**src/rtl/uart_port_ctrl.sv**
```systemverilog
// rtl/uart_port_ctrl.sv - port-mapped UART controller: TX/RX FIFOs, line-setting
// registers, baud divisor and edge-set/ack-clear interrupt beside tx/rx engines.
module uart_port_ctrl #(
  parameter int          DEPTH     = 8,
  parameter logic [15:0] PORT_BASE = 16'h0000
) (
  input  logic        clk,
  input  logic        reset,
  input  logic [15:0] port_id,
  input  logic [15:0] out_port,
  input  logic        write_strobe,
  input  logic        read_strobe,
  output logic [15:0] in_port,
  output logic        interrupt,
  input  logic        int_ack,
  output logic        tx_load,
  output logic [7:0]  tx_data,
  input  logic        txrdy,
  input  logic [7:0]  rx_data,
  input  logic        rxrdy,
  input  logic        ferr,
  input  logic        perr,
  input  logic        ovf,
  output logic        rx_clr,
  output logic        eight,
  output logic        pen,
  output logic        ohel,
  output logic [18:0] k
);

  localparam int          AW      = $clog2(DEPTH);
  localparam logic [AW:0] PTR_ONE = 1;
  localparam logic [15:0] P_DATA  = PORT_BASE;
  localparam logic [15:0] P_STAT  = PORT_BASE + 16'd1;
  localparam logic [15:0] P_CTRL  = PORT_BASE + 16'd2;
  localparam logic [15:0] P_CLR   = PORT_BASE + 16'd3;

  typedef enum logic {T_IDLE, T_WAIT} t_state_e;
  typedef enum logic {R_IDLE, R_CLR}  r_state_e;

  logic [7:0]  r_tx_mem [DEPTH];
  logic [10:0] r_rx_mem [DEPTH];
  logic [AW:0] r_tx_wr, r_tx_rd, r_rx_wr, r_rx_rd;
  logic [8:0]  r_ctrl;
  logic [18:0] r_k;
  logic [7:0]  r_tx_data;
  logic        r_tx_load, r_rx_clr, r_rx_ovr, r_tx_ovf, r_cond_d, r_int;
  t_state_e    r_t_state;
  r_state_e    r_r_state;

  logic        w_sel_data, w_sel_stat, w_sel_ctrl, w_sel_clr;
  logic        w_data_wr, w_ctrl_wr, w_clr_wr;
  logic        w_tx_full, w_tx_empty, w_rx_full, w_rx_empty;
  logic        w_tx_pop, w_tx_push, w_tx_ovf_set;
  logic        w_rx_cap, w_rx_pop, w_rx_push, w_rx_ovr_set;
  logic        w_cond;
  logic [15:0] w_status;
  logic        w_unused_ok;

  assign w_sel_data = (port_id == P_DATA);
  assign w_sel_stat = (port_id == P_STAT);
  assign w_sel_ctrl = (port_id == P_CTRL);
  assign w_sel_clr  = (port_id == P_CLR);
  assign w_data_wr  = write_strobe & w_sel_data;
  assign w_ctrl_wr  = write_strobe & w_sel_ctrl;
  assign w_clr_wr   = write_strobe & w_sel_clr;

  assign w_tx_full  = (r_tx_wr[AW] != r_tx_rd[AW]) && (r_tx_wr[AW-1:0] == r_tx_rd[AW-1:0]);
  assign w_tx_empty = (r_tx_wr == r_tx_rd);
  assign w_rx_full  = (r_rx_wr[AW] != r_rx_rd[AW]) && (r_rx_wr[AW-1:0] == r_rx_rd[AW-1:0]);
  assign w_rx_empty = (r_rx_wr == r_rx_rd);

  // A pop in the same cycle frees the slot, so a push into a full FIFO is still accepted.
  assign w_tx_pop     = (r_t_state == T_IDLE) & ~w_tx_empty & txrdy;
  assign w_tx_push    = w_data_wr & (~w_tx_full | w_tx_pop);
  assign w_tx_ovf_set = w_data_wr & w_tx_full & ~w_tx_pop;

  assign w_rx_cap     = (r_r_state == R_IDLE) & rxrdy;
  assign w_rx_pop     = read_strobe & w_sel_data & ~w_rx_empty;
  assign w_rx_push    = w_rx_cap & (~w_rx_full | w_rx_pop);
  assign w_rx_ovr_set = w_rx_cap & w_rx_full & ~w_rx_pop;

  assign w_cond   = (r_ctrl[7] & ~w_rx_empty) | (r_ctrl[8] & w_tx_empty);
  assign w_status = {7'b0, r_tx_ovf, r_rx_ovr, 3'b0, w_rx_full, w_rx_empty, w_tx_empty, w_tx_full};
  assign w_unused_ok = &{1'b0, out_port[15:9]};

  function automatic logic [18:0] baud_to_k(input logic [3:0] baud);
    case (baud)
      4'd0:    baud_to_k = 19'd333_333;
      4'd1:    baud_to_k = 19'd83_333;
      4'd2:    baud_to_k = 19'd41_667;
      4'd3:    baud_to_k = 19'd20_833;
      4'd5:    baud_to_k = 19'd5_208;
      4'd6:    baud_to_k = 19'd2_604;
      4'd7:    baud_to_k = 19'd1_736;
      4'd8:    baud_to_k = 19'd868;
      4'd9:    baud_to_k = 19'd434;
      4'd10:   baud_to_k = 19'd217;
      4'd11:   baud_to_k = 19'd109;
      default: baud_to_k = 19'd10_417;
    endcase
  endfunction

  always_ff @(posedge clk) begin
    if (w_tx_push) r_tx_mem[r_tx_wr[AW-1:0]] <= out_port[7:0];
    if (w_rx_push) r_rx_mem[r_rx_wr[AW-1:0]] <= {ovf, perr, ferr, rx_data};
  end

  always_ff @(posedge clk or posedge reset) begin
    if (reset) begin
      r_tx_wr  <= '0;
      r_tx_rd  <= '0;
      r_rx_wr  <= '0;
      r_rx_rd  <= '0;
      r_tx_ovf <= 1'b0;
      r_rx_ovr <= 1'b0;
    end else begin
      if (w_tx_push) r_tx_wr <= r_tx_wr + PTR_ONE;
      if (w_tx_pop)  r_tx_rd <= r_tx_rd + PTR_ONE;
      if (w_rx_push) r_rx_wr <= r_rx_wr + PTR_ONE;
      if (w_rx_pop)  r_rx_rd <= r_rx_rd + PTR_ONE;
      if (w_tx_ovf_set)               r_tx_ovf <= 1'b1;
      else if (w_clr_wr & out_port[8]) r_tx_ovf <= 1'b0;
      if (w_rx_ovr_set)               r_rx_ovr <= 1'b1;
      else if (w_clr_wr & out_port[7]) r_rx_ovr <= 1'b0;
    end
  end

  // k follows the value being written so it is valid one cycle after the control write.
  always_ff @(posedge clk or posedge reset) begin
    if (reset) begin
      r_ctrl <= 9'h014;
      r_k    <= 19'd10_417;
    end else begin
      if (w_ctrl_wr) r_ctrl <= out_port[8:0];
      r_k <= baud_to_k(w_ctrl_wr ? out_port[3:0] : r_ctrl[3:0]);
    end
  end

  always_ff @(posedge clk or posedge reset) begin
    if (reset) begin
      r_t_state <= T_IDLE;
      r_tx_load <= 1'b0;
      r_tx_data <= 8'h00;
    end else begin
      r_tx_load <= 1'b0;
      case (r_t_state)
        T_IDLE: if (w_tx_pop) begin
          r_tx_load <= 1'b1;
          r_tx_data <= r_tx_mem[r_tx_rd[AW-1:0]];
          r_t_state <= T_WAIT;
        end
        T_WAIT: if (!txrdy) r_t_state <= T_IDLE;
        default: r_t_state <= T_IDLE;
      endcase
    end
  end

  always_ff @(posedge clk or posedge reset) begin
    if (reset) begin
      r_r_state <= R_IDLE;
      r_rx_clr  <= 1'b0;
    end else begin
      r_rx_clr <= 1'b0;
      case (r_r_state)
        R_IDLE: if (w_rx_cap) begin
          r_rx_clr  <= 1'b1;
          r_r_state <= R_CLR;
        end
        R_CLR: if (!rxrdy) r_r_state <= R_IDLE;
        default: r_r_state <= R_IDLE;
      endcase
    end
  end

  always_ff @(posedge clk or posedge reset) begin
    if (reset) begin
      r_cond_d <= 1'b0;
      r_int    <= 1'b0;
    end else begin
      r_cond_d <= w_cond;
      if (w_cond & ~r_cond_d) r_int <= 1'b1;
      else if (int_ack)       r_int <= 1'b0;
    end
  end

  always_comb begin
    in_port = 16'h0000;
    if (w_sel_data && !w_rx_empty) in_port = {5'b0, r_rx_mem[r_rx_rd[AW-1:0]]};
    else if (w_sel_stat)           in_port = w_status;
    else if (w_sel_ctrl)           in_port = {7'b0, r_ctrl};
  end

  assign interrupt = r_int;
  assign tx_load   = r_tx_load;
  assign tx_data   = r_tx_data;
  assign rx_clr    = r_rx_clr;
  assign eight     = r_ctrl[4];
  assign pen       = r_ctrl[5];
  assign ohel      = r_ctrl[6];
  assign k         = r_k;

endmodule
```
**config.mk**
```make
export PLATFORM = sky130hd
export DESIGN_NAME = uart_port_ctrl
export DESIGN_NICKNAME = d
export VERILOG_FILES = /design/src/rtl/uart_port_ctrl.sv
export SDC_FILE = /design/constraint.sdc
export NUM_CORES = 1
export LEC_CHECK = 0
export CAP_MARGIN = 15
export CORE_MARGIN = 2
export CORE_UTILIZATION = 53
export DETAILED_ROUTE_END_ITERATION = 10
export DONT_BUFFER_PORTS = 1
export PLACE_DENSITY = 0.68
export SLEW_MARGIN = 25
export SYNTH_ARGS = -nofsm -noshare
export SYNTH_HDL_FRONTEND = slang
export SYNTH_SLANG_ARGS = --single-unit
```
**constraint.sdc**
```tcl
create_clock -name clk -period 4.52 [get_ports clk]
set_input_delay 0.904 -clock clk [delete_from_list [all_inputs] [get_ports clk]]
set_output_delay 0.904 -clock clk [all_outputs]
set_load 0.03 [all_outputs]
```
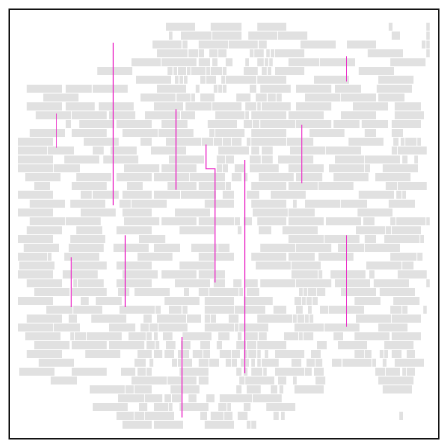
run_1/layer_met4.png
Cells faint in the background.
longest straight run: 65.3 µm
main direction: vertical
via count of the routed design: 4270
total wirelength of the detailed-routed design: 16.13 mm

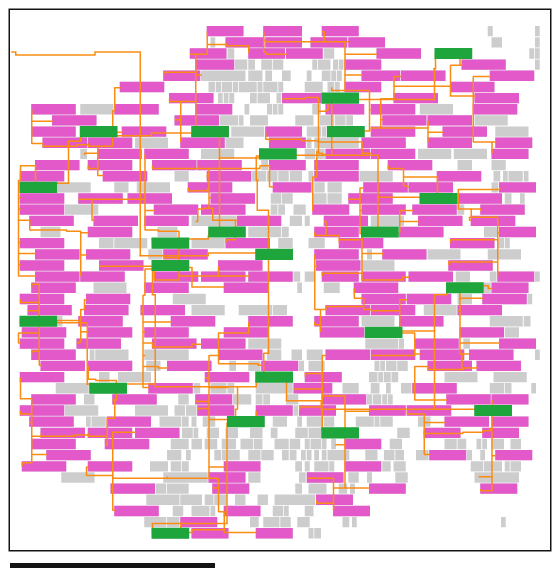
run_1/clk_routes.png
The bar under the picture is 50 µm long.
[orange] clock wires | length: 2300 µm
[green] clock drivers | count: 22
[magenta] flip-flops | count: 211
routed clock nets: 23
flops lie: all over the die
clock network fraction of total power: 40.0%
Worst Skew: 10.57 ps
worst-skew pair later-pin latency: 490 ps
clk pwr: 2.00 mW

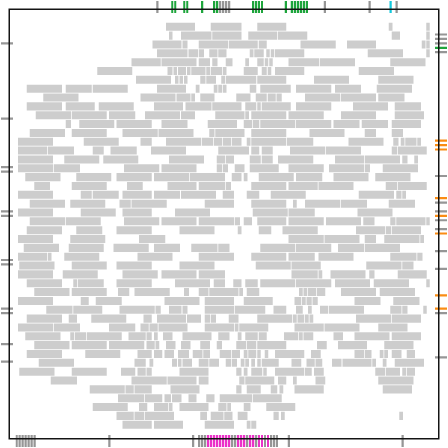
run_1/io_placement.png
Pins as bars across the die edge, other pins in grey.
| colour | port | pins | direction | edge |
|---|---|---|---|---|
| green | `k` | 19 | output | 18 north, 1 east |
| cyan | `reset` | 1 | input | north |
| orange | `tx_data` | 8 | output | east |
| magenta | `port_id` | 16 | input | south |
all pins by edge: 38 south, 27 north, 22 east, 12 west

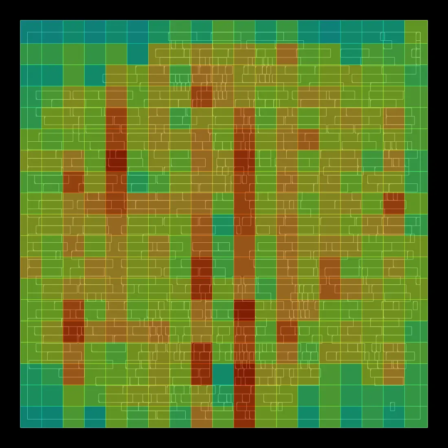
run_1/congestion.png
global routing met3 resource utilization: 4.205%
global-route usage over all layers: 19.13%
met2 layer usage reported by global route: 33.39%
met1 track demand over resource: 24.43%
Core Util, Final: 61.70%

==> notes.md, run 1 <==
Status on the layout run. The run finished with clean final reports. Post-synth design cell area landed at 8635 µm². Number of pins exceeding their max-slew limit in the final report landed at 0. Looking at the hold checks, the worst path lands on r_r_state$_DFF_PP0_. Number of design-rule violations left by the first detailed-router iteration landed at 346.

Wire length on met3 landed at 832 µm. Floorplan-stage core utilization landed at 54.36%. Number of flops mapped to enable cells by yosys landed at 152. After floorplanning, the core was sized to cover 15890 µm². Combinational share of cell area landed at 24.43%. Inverter count of the layout excluding clock inverters landed at 13. After synthesis, the design contains 506 cells according to Yosys. Placement-stage cell area landed at 8982 µm². Final critical-path setup slack landed at 831.7 ps. Total of plain and repair buffers excluding clock buffers landed at 29. Number of buffer cells added on primary ports landed at 0.

Proportion of cell area spent on the clock network landed at 8.361%. Of the total standard cell area in the layout, the sequential portion is 61.73%. In this run the most used layer during global routing was met2. Per the STA report, the cell with the highest stage delay on the worst path is sky130_fd_sc_hd__or4_4. In this build the clock could be raised as far as 0.2711 GHz.

Dividing the final minimum period by the clock period gives 81.60%. The path class of the tightest hold or removal check is input pin to flip-flop. Detailed routing placed a total of 8.304 mm of wire on met2. At the end of the flow, the number of nets in the layout was 591. 254 cells are multi-input combinational gates.

Logic depth of the worst setup path including buffers landed at 6. The data arrival time reported for the critical path is 2780 ps. Transition time at the pin with the least slew margin landed at 933.2 ps. Leaving out fill and tap cells, the most frequent cells in the layout are sky130_fd_sc_hd__edfxtp_1 (152), sky130_fd_sc_hd__dfrtp_1 (51), sky130_fd_sc_hd__mux4_2 (38). Routability-driven placement finished with a final weighted congestion of 0.8242. The critical path is of the input pin to output port type. Number of ports placed on the die boundary landed at 99. The worst setup path is launched from an input pin. Hold-check failures listed in the final report amount to 0. The number of maximum-capacitance violations recorded for the run is 0. In the final design, more cell area goes to flip-flops and latches than to any other class. First-pass iteration count of the detailed router landed at 4. The most common cell in the synthesized netlist is sky130_fd_sc_hd__edfxtp_1. The library cell used most frequently in the layout, excluding fill and tap cells, is sky130_fd_sc_hd__edfxtp_1. Combinational share of power landed at 11.7%.

Total of clock buffers placed in the layout landed at 28. Summing internal, switching and leakage power gives 5.009 mW. The via count of the first global-routing pass was 4557. Setup repair after global routing left no endpoint under its margin.

The launch point of the worst min-delay path is recorded as rxrdy. Largest net degree at the start of global routing landed at 60.
## run 1: kinds of logic (layout without fill, tap and decap cells)
family | count (synthesis) | in the layout | share of synthesized area (%)
xor+xnor | 21 | 21 | 2.130
compound gates | 47 | 47 | 3.695
simple gates | 99 | 99 | 6.231
fa+ha+maj | 10 | 10 | 1.449
flops | 211 | 211 | 70.08
other cells | 1 | 6 | 0.04343
mux | 71 | 71 | 13.90
buf+inv | 46 | 81 | 2.478
## run 1: state kept, by name, indices dropped and copies added (netlist names)
signal and cells:
r_tx_rd 4, r_t_state 1, r_rx_ovr 1, r_ctrl 9, r_rx_wr 4, r_tx_wr 4
tx_load 1, r_rx_mem 88, r_r_state 1, k 18, r_tx_ovf 1, r_tx_mem 64
r_rx_rd 4, tx_data 8, rx_clr 1, interrupt 1, r_cond_d 1
## Run 2: what changed since run 1
- clock period: 4.52 -> 3.5 ns (I/O delays scaled with it)
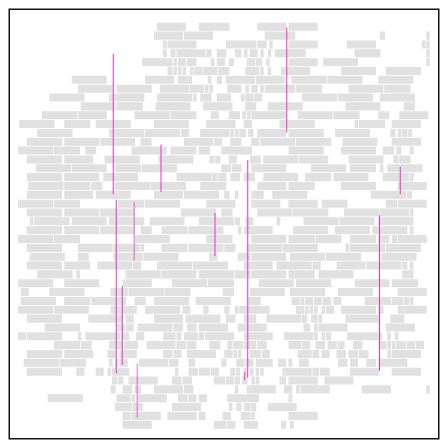
run_2/layer_met4.png
Cells faint in the background.
longest straight run: 66.6 µm
nets with wire on the layer: 8
main direction: vertical
share of all routed wire: 2.1%
wire length on this layer: 337 µm
via count of the routed design: 4390
total wirelength of the detailed-routed design: 16.13 mm

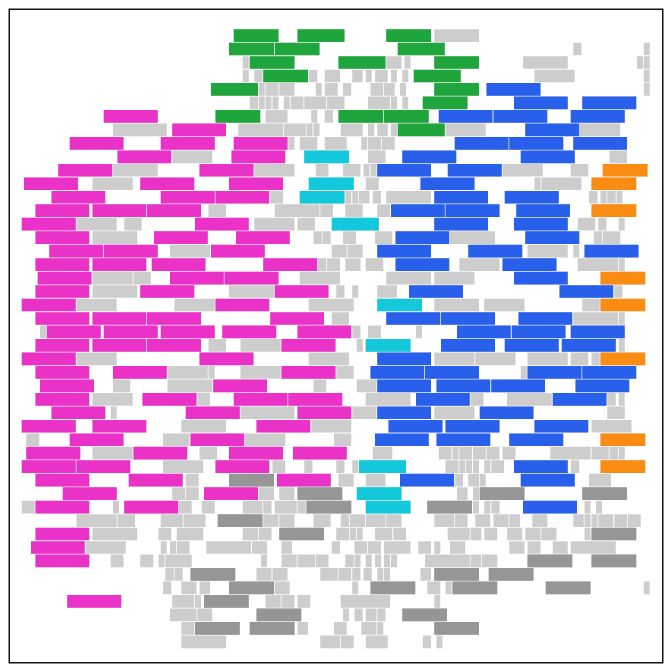
run_2/flops_by_reg.png
Other sequential cells in the stronger grey, the rest of the logic in the fainter grey.
| colour | name in the netlist | placed flops |
|---|---|---|
| cyan | `r_ctrl` | 9 |
| green | `k` | 18 |
| orange | `tx_data` | 8 |
| magenta | `r_rx_mem` | 88 |
| blue | `r_tx_mem` | 64 |
not coloured: 24
register fraction of the total cell area: 61.70%
reported sequential group power: 3.10 mW
register cell area after layout: 6051 µm²
Core Util, Final: 61.74%

==> run 2 against run 1 <==
Compared with the run above: critical path depth fell by 1; synthesized cell count did not move; die size did not move; largest power group unchanged; first-iteration DRC count fell by 21%; clock power rose by 13%; worst hold slack got worse by 210 ps; combinational power rose by 36%; register-to-register slack got worse by 710 ps.
==> notes.md, run 2 <==
Status on the layout run. In this run the tightest slew margin relative to its limit is 45.67%. For this run, the post-layout net count is 607. Share of synthesized area spent on multiplexers landed at 13.90%. Achievable frequency landed at 0.3083 GHz. STA classifies the critical path endpoint as an output port. A synthesized cell averages 17.06 µm². Placed wire-length estimate after detailed placement landed at 10.84 mm. Routed signal wires occupy layers up through met4. The highest supply drop recorded on VDD is 0.3602 mV.

Among all flip-flop cells after synthesis, the most frequent one is sky130_fd_sc_hd__edfxtp_1. The type recorded for the worst min-delay path is input pin to asynchronous set/reset pin. In the post-synthesis netlist, the biggest area contributors are sky130_fd_sc_hd__edfxtp_1 (53%), sky130_fd_sc_hd__dfrtp_1 (15%), sky130_fd_sc_hd__mux4_2 (9.9%), sky130_fd_sc_hd__mux2i_1 (2.9%), sky130_fd_sc_hd__dfstp_2 (2.4%).

The run finished with clean final reports. Pins over their slew limit in the final report were tallied at 0. The global routing report lists met1 layer usage as 23.55%. Met2 global-route usage landed at 33.80%.

Counting the warning lines in the Yosys log gives 0. The routed design could run at a clock period as short as 3243 ps. Total power consumption of the routed design landed at 6.152 mW. Entering global routing, the biggest net connects 46 pins. The cell area that synthesis handed to floorplanning was 8635 µm². The placed instances occupy a cell area of 9102 µm².

Final hold slack landed at 220.4 ps. Number of non-filler instances in the completed layout landed at 777. Worst clock skew landed at 12.70 ps.

TritonCTS built the clock tree. Share of the clock period used by the worst path after layout landed at 92.67%. Setup repair after global routing left no endpoint under its margin.

Share of flip-flops with an asynchronous set or reset landed at 27.96%. The cell-mix breakdown from Yosys lists the XOR/XNOR area share as 2.130%. The register with the most flip-flops in the layout has 88 of them. In this run the maximum-capacitance check reported violations numbering 0.

Average via count per standard cell landed at 5.650. For this design the top-level I/O count stands at 99. The library cell used most frequently in the layout, excluding fill and tap cells, is sky130_fd_sc_hd__edfxtp_1. Arrival time at the worst endpoint landed at 2540 ps.

The worst setup path is launched from a flip-flop. Per the skew report, the later register of the worst-skew pair sees a clock latency of 500 ps. In this run, synthesis inferred 152 flip-flops with an integrated enable. Summed over all cells, the static leakage comes to 3.562 nW.

The final timing report gives a worst setup slack of 256.5 ps. The report lists the cells along the critical path as buf_4 > mux4_2 > mux2i_1 > o21ai_0 > buf_4. Final antenna-violating net count landed at 0. Cell depth of the worst flop-to-flop path landed at 6. Simple-gate share of the synthesized area landed at 6.231%. Summed over all layers, the global routing overflow is 0. After synthesis, the design contains 506 cells according to Yosys.

The critical path is of the flip-flop to output port type. Core area landed at 15890 µm². Maximum level of the CTS H-tree landed at 1.

Global-route usage over all layers landed at 19.01%. In the layout the commonest cells are sky130_fd_sc_hd__edfxtp_1 (152), sky130_fd_sc_hd__dfrtp_1 (51), sky130_fd_sc_hd__buf_4 (45). Number of design-rule violations left by the first detailed-router iteration landed at 275. For reference, the top cells by count after synthesis are sky130_fd_sc_hd__edfxtp_1 (152), sky130_fd_sc_hd__dfrtp_1 (51), sky130_fd_sc_hd__mux4_2 (38), sky130_fd_sc_hd__nand2_1 (31), sky130_fd_sc_hd__nor2_1 (28). After synthesis, the largest family of logic cells by area is multiplexers. Of the total synthesized cell area, the portion taken by full adders, half adders and majority gates is 1.449%. Standard-cell row count landed at 46. Following the worst setup path forward leads to its endpoint at in_port[4]. Synthesized-area fraction occupied by ao, oa, aoi and oai cells landed at 3.695%. Transition time at the pin with the least slew margin landed at 813.9 ps. The first global-routing pass estimated 25.53 mm of wire. The routed design uses 8.418 mm of met2 wire. Across all stage logs, warnings added up to 39. The top cell type by area accounts for 52.86% of the synthesized area.

Number of antenna violations at the first check in global routing landed at 0. For this design, the slowest cell found on the critical path is sky130_fd_sc_hd__dfrtp_1. RePlAce ended its routability-driven mode at a weighted congestion of 0.8128. Met3 track demand over resource landed at 4.012%.

Before placement the cells fill 54.36% of the core. Finished layout cell area landed at 9807 µm². Clock-pin slew reported for the worst setup and hold paths after clock tree synthesis landed at 60 ps. Port buffering added 0 buffers. First-pass iteration count of the detailed router landed at 4.

Number of hold-slack violations in the final timing report landed at 0. Per the placement report, the placed cell count is 739. In this run the number of cells on the critical path is 5. Yosys instantiated no cell more often than sky130_fd_sc_hd__edfxtp_1. In this run the most used layer during global routing was met2. Required time of the worst setup path landed at 2800 ps.

Via count of the first global-routing pass landed at 4595. In the detailed route, the total length drawn on met3 is 825 µm.
==> run 2: area by class of cell <==
class,instances,area share [%]
sequential,211,61.70
clock buffer,28,6.162
tap,216,2.756
timing repair buffer,45,3.445
clock inverter,10,1.008
multi-input combinational,254,24.42
inverter,13,0.5103
==> run 2: power breakdown <==
group / switching [mW] / leakage, nW / internal, mW
Clock: 0.897 / 0.336 / 1.36
Sequential: 0.226 / 2.10 / 2.87
Combinational: 0.411 / 1.13 / 0.386
Total: 1.53 / 3.56 / 4.62
==> run 2: logic make-up after synthesis <==
| logic type | count (synthesis) |
|---|---|
| other | 1 |
| muxes | 71 |
| DFF | 211 |
| xor gates and xnor gates | 21 |
| AOI/OAI and AO/OA | 47 |
| and+or+nand+nor | 99 |
| buffers and inverters | 46 |
| adders and majority gates | 10 |
## Run 3: what changed since run 2
--- a/config.mk
+++ b/config.mk
@@ -10,6 +10,6 @@
 export CORE_UTILIZATION = 53
 export DETAILED_ROUTE_END_ITERATION = 10
-export DONT_BUFFER_PORTS = 1
-export PLACE_DENSITY = 0.68
+export PLACE_DENSITY = 0.76
+export SETUP_SLACK_MARGIN = 0.1
 export SLEW_MARGIN = 25
 export SYNTH_ARGS = -nofsm -noshare
==> constraint.sdc (replaced) <==
create_clock -name clk -period 3.5 [get_ports clk]
set_input_delay 0.525 -clock clk [delete_from_list [all_inputs] [get_ports clk]]
set_output_delay 0.525 -clock clk [all_outputs]
set_load 0.03 [all_outputs]
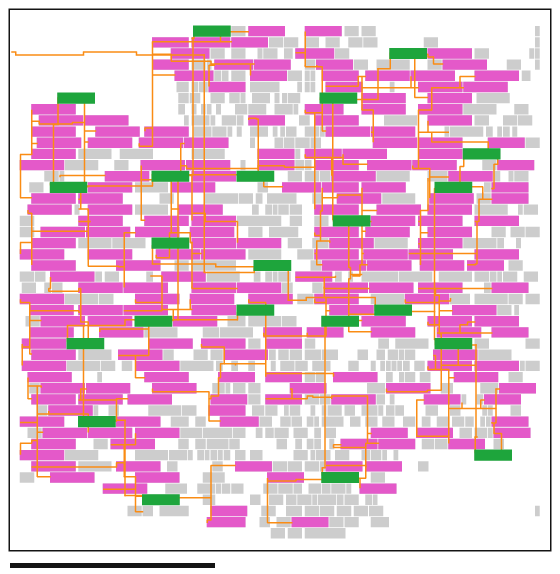
run_3/clk_routes.png
The bar under the picture is 50 µm long.
[magenta] flip-flops | count: 211
[green] clock drivers | count: 22
[orange] clock wires | length: 2330 µm
routed clock nets: 23
flops lie: all over the die
Worst Skew: 10.89 ps
clock network fraction of total power: 36.0%
clk pwr: 2.29 mW
worst-skew pair later-pin latency: 500 ps

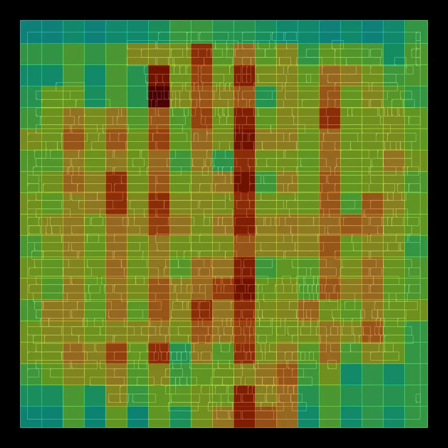
run_3/congestion.png
post-DR wirelength/cell: 19.55 µm
global routing met3 resource utilization: 3.241%

==> run 3 against run 2 <==
Compared with the run above: first-iteration DRC count increased by 5.1%; setup slack got worse by 100 ps; critical path type is now input pin to output port; cell count is 11% higher; global-route usage is 0.96 points higher; clock skew shrank 1.8 ps; final area is 9.0% higher; sequential power shrank 3%; clock power is essentially flat; via count grew 7.9%; flip-flop count unchanged.
==> notes.md, run 3 <==
Status on the layout run. Number of hold-slack violations in the final timing report landed at 0. After Yosys synthesis, full adders, half adders and majority gates account for 1.449% of the synthesized area. According to the dpl log, the detail-placed design has an HPWL of 11.23 mm. Cell count in the Yosys report landed at 506.

Routed wire length landed at 16.81 mm. Summed over all routing layers, the global router reports a total usage of 19.97%. Met2 global-route usage landed at 34.24%. Per the final report, the share of cell area in non-clock buffers is 11.21%. The routed design uses 8.753 mm of met2 wire. Hold is met by 448.1 ps. Arrival time at the worst endpoint landed at 2820 ps. Number of buffer cells added on primary ports landed at 85. In this run the maximum-capacitance check reported violations numbering 0. Floorplan-stage core utilization landed at 54.36%. For this run, the detailed router reports a per-instance via density of 5.510. Looking at the global route congestion table, the highest-usage layer is met2. STA classifies the critical path startpoint as an input pin. Looking at hold timing, the worst path starts from r_r_state$_DFF_PP0_.

STA shows the worst min-delay path finishing at rx_clr$_DFF_PP0_. The worst-case IR drop observed on VDD is 0.3946 mV. In the final layout, excluding clock inverters the inverter count is 13. Number of logic gates landed at 254. In this run the core area contains 46 standard-cell rows.

For this block, the via count after detailed routing is 4739. The design received a total of 216 well taps at floorplan. Minimum period implied by the final worst setup slack landed at 3345 ps. The layout report lists the combined flip-flop and latch area as 6053 µm². The synthesized netlist devotes 2.130% of its cell area to XOR and XNOR gates.

The flow ran to the end, and the final reports show no timing, DRC or antenna violations. STA classifies the critical path endpoint as an output port. In the synthesized netlist the async set-or-reset flop fraction comes to 27.96%. There are 211 flip-flops and latches.

Via count of the first global-routing pass landed at 4885. Per the layout area report, the sequential fraction of cell area is 56.62%. Met1 capacity usage during global routing landed at 25.71%. The register with the most flip-flops in the layout has 88 of them. Core area landed at 15890 µm². Each instance of the synthesized netlist takes up on average 17.06 µm².

Summing the areas of all compound-gate instances in the mapped netlist gives 3.695% of the synthesized area. Per the gpl log, the routability congestion estimate is 0.9098. The top cell types in the final layout, fill and taps aside, are sky130_fd_sc_hd__edfxtp_1 (152), sky130_fd_sc_hd__clkdlybuf4s50_1 (74), sky130_fd_sc_hd__dfrtp_1 (49). Leftover overflow at the end of global routing landed at 0.

Per the detail_route log, the uppermost layer with routed signals is met4. The first global-routing pass estimated 26.83 mm of wire. Number of antenna violations at the first check in global routing landed at 0. For the worst flop-to-flop path, the logic depth is 7. In this run the critical path is formed by clkdlybuf4s50_1 > or4_1 > nand4bb_4 > buf_4 > nor3_1 > buf_4 > a221oi_1 > a21oi_1 > buf_4. The final timing report gives a worst setup slack of 155.3 ps. The worst setup path is of the input pin to output port kind. The synthesis run shows the most used standard cells to be sky130_fd_sc_hd__edfxtp_1 (152), sky130_fd_sc_hd__dfrtp_1 (51), sky130_fd_sc_hd__mux4_2 (38), sky130_fd_sc_hd__nand2_1 (31), sky130_fd_sc_hd__nor2_1 (28).
[run 3: cell counts after synthesis]
No cell type changed its count.
[run 3: through the flow]
stage / utilization (%) / area [µm²] / power [mW]
after floorplan: - / 8660 / 3.761
after global placement: 62.56 / 9938 / 4.078
after detailed placement: 62.56 / 9938 / 4.125
after CTS: 67.11 / 10660 / 6.422
after global routing: 67.30 / 10690 / 6.618
final: 67.30 / 10690 / 6.354
[run 3: timing repair]
| item | 4_1_cts | 5_1_grt |
|---|---|---|
| setup endpoints to repair | 1 | 7 |
| gates resized | 1 | 5 |
| hold buffers | 0 | 0 |
| buffers inserted | 0 | 3 |
[run 3: power breakdown]
group          leakage (nW)  switching [mW]  total [mW]  internal [mW]
clock network         0.352           0.898        2.29           1.39
logic                  1.48           0.553        1.06          0.511
registers              2.09           0.127        3.00           2.87
Power is estimated from default activity; no workload was simulated.
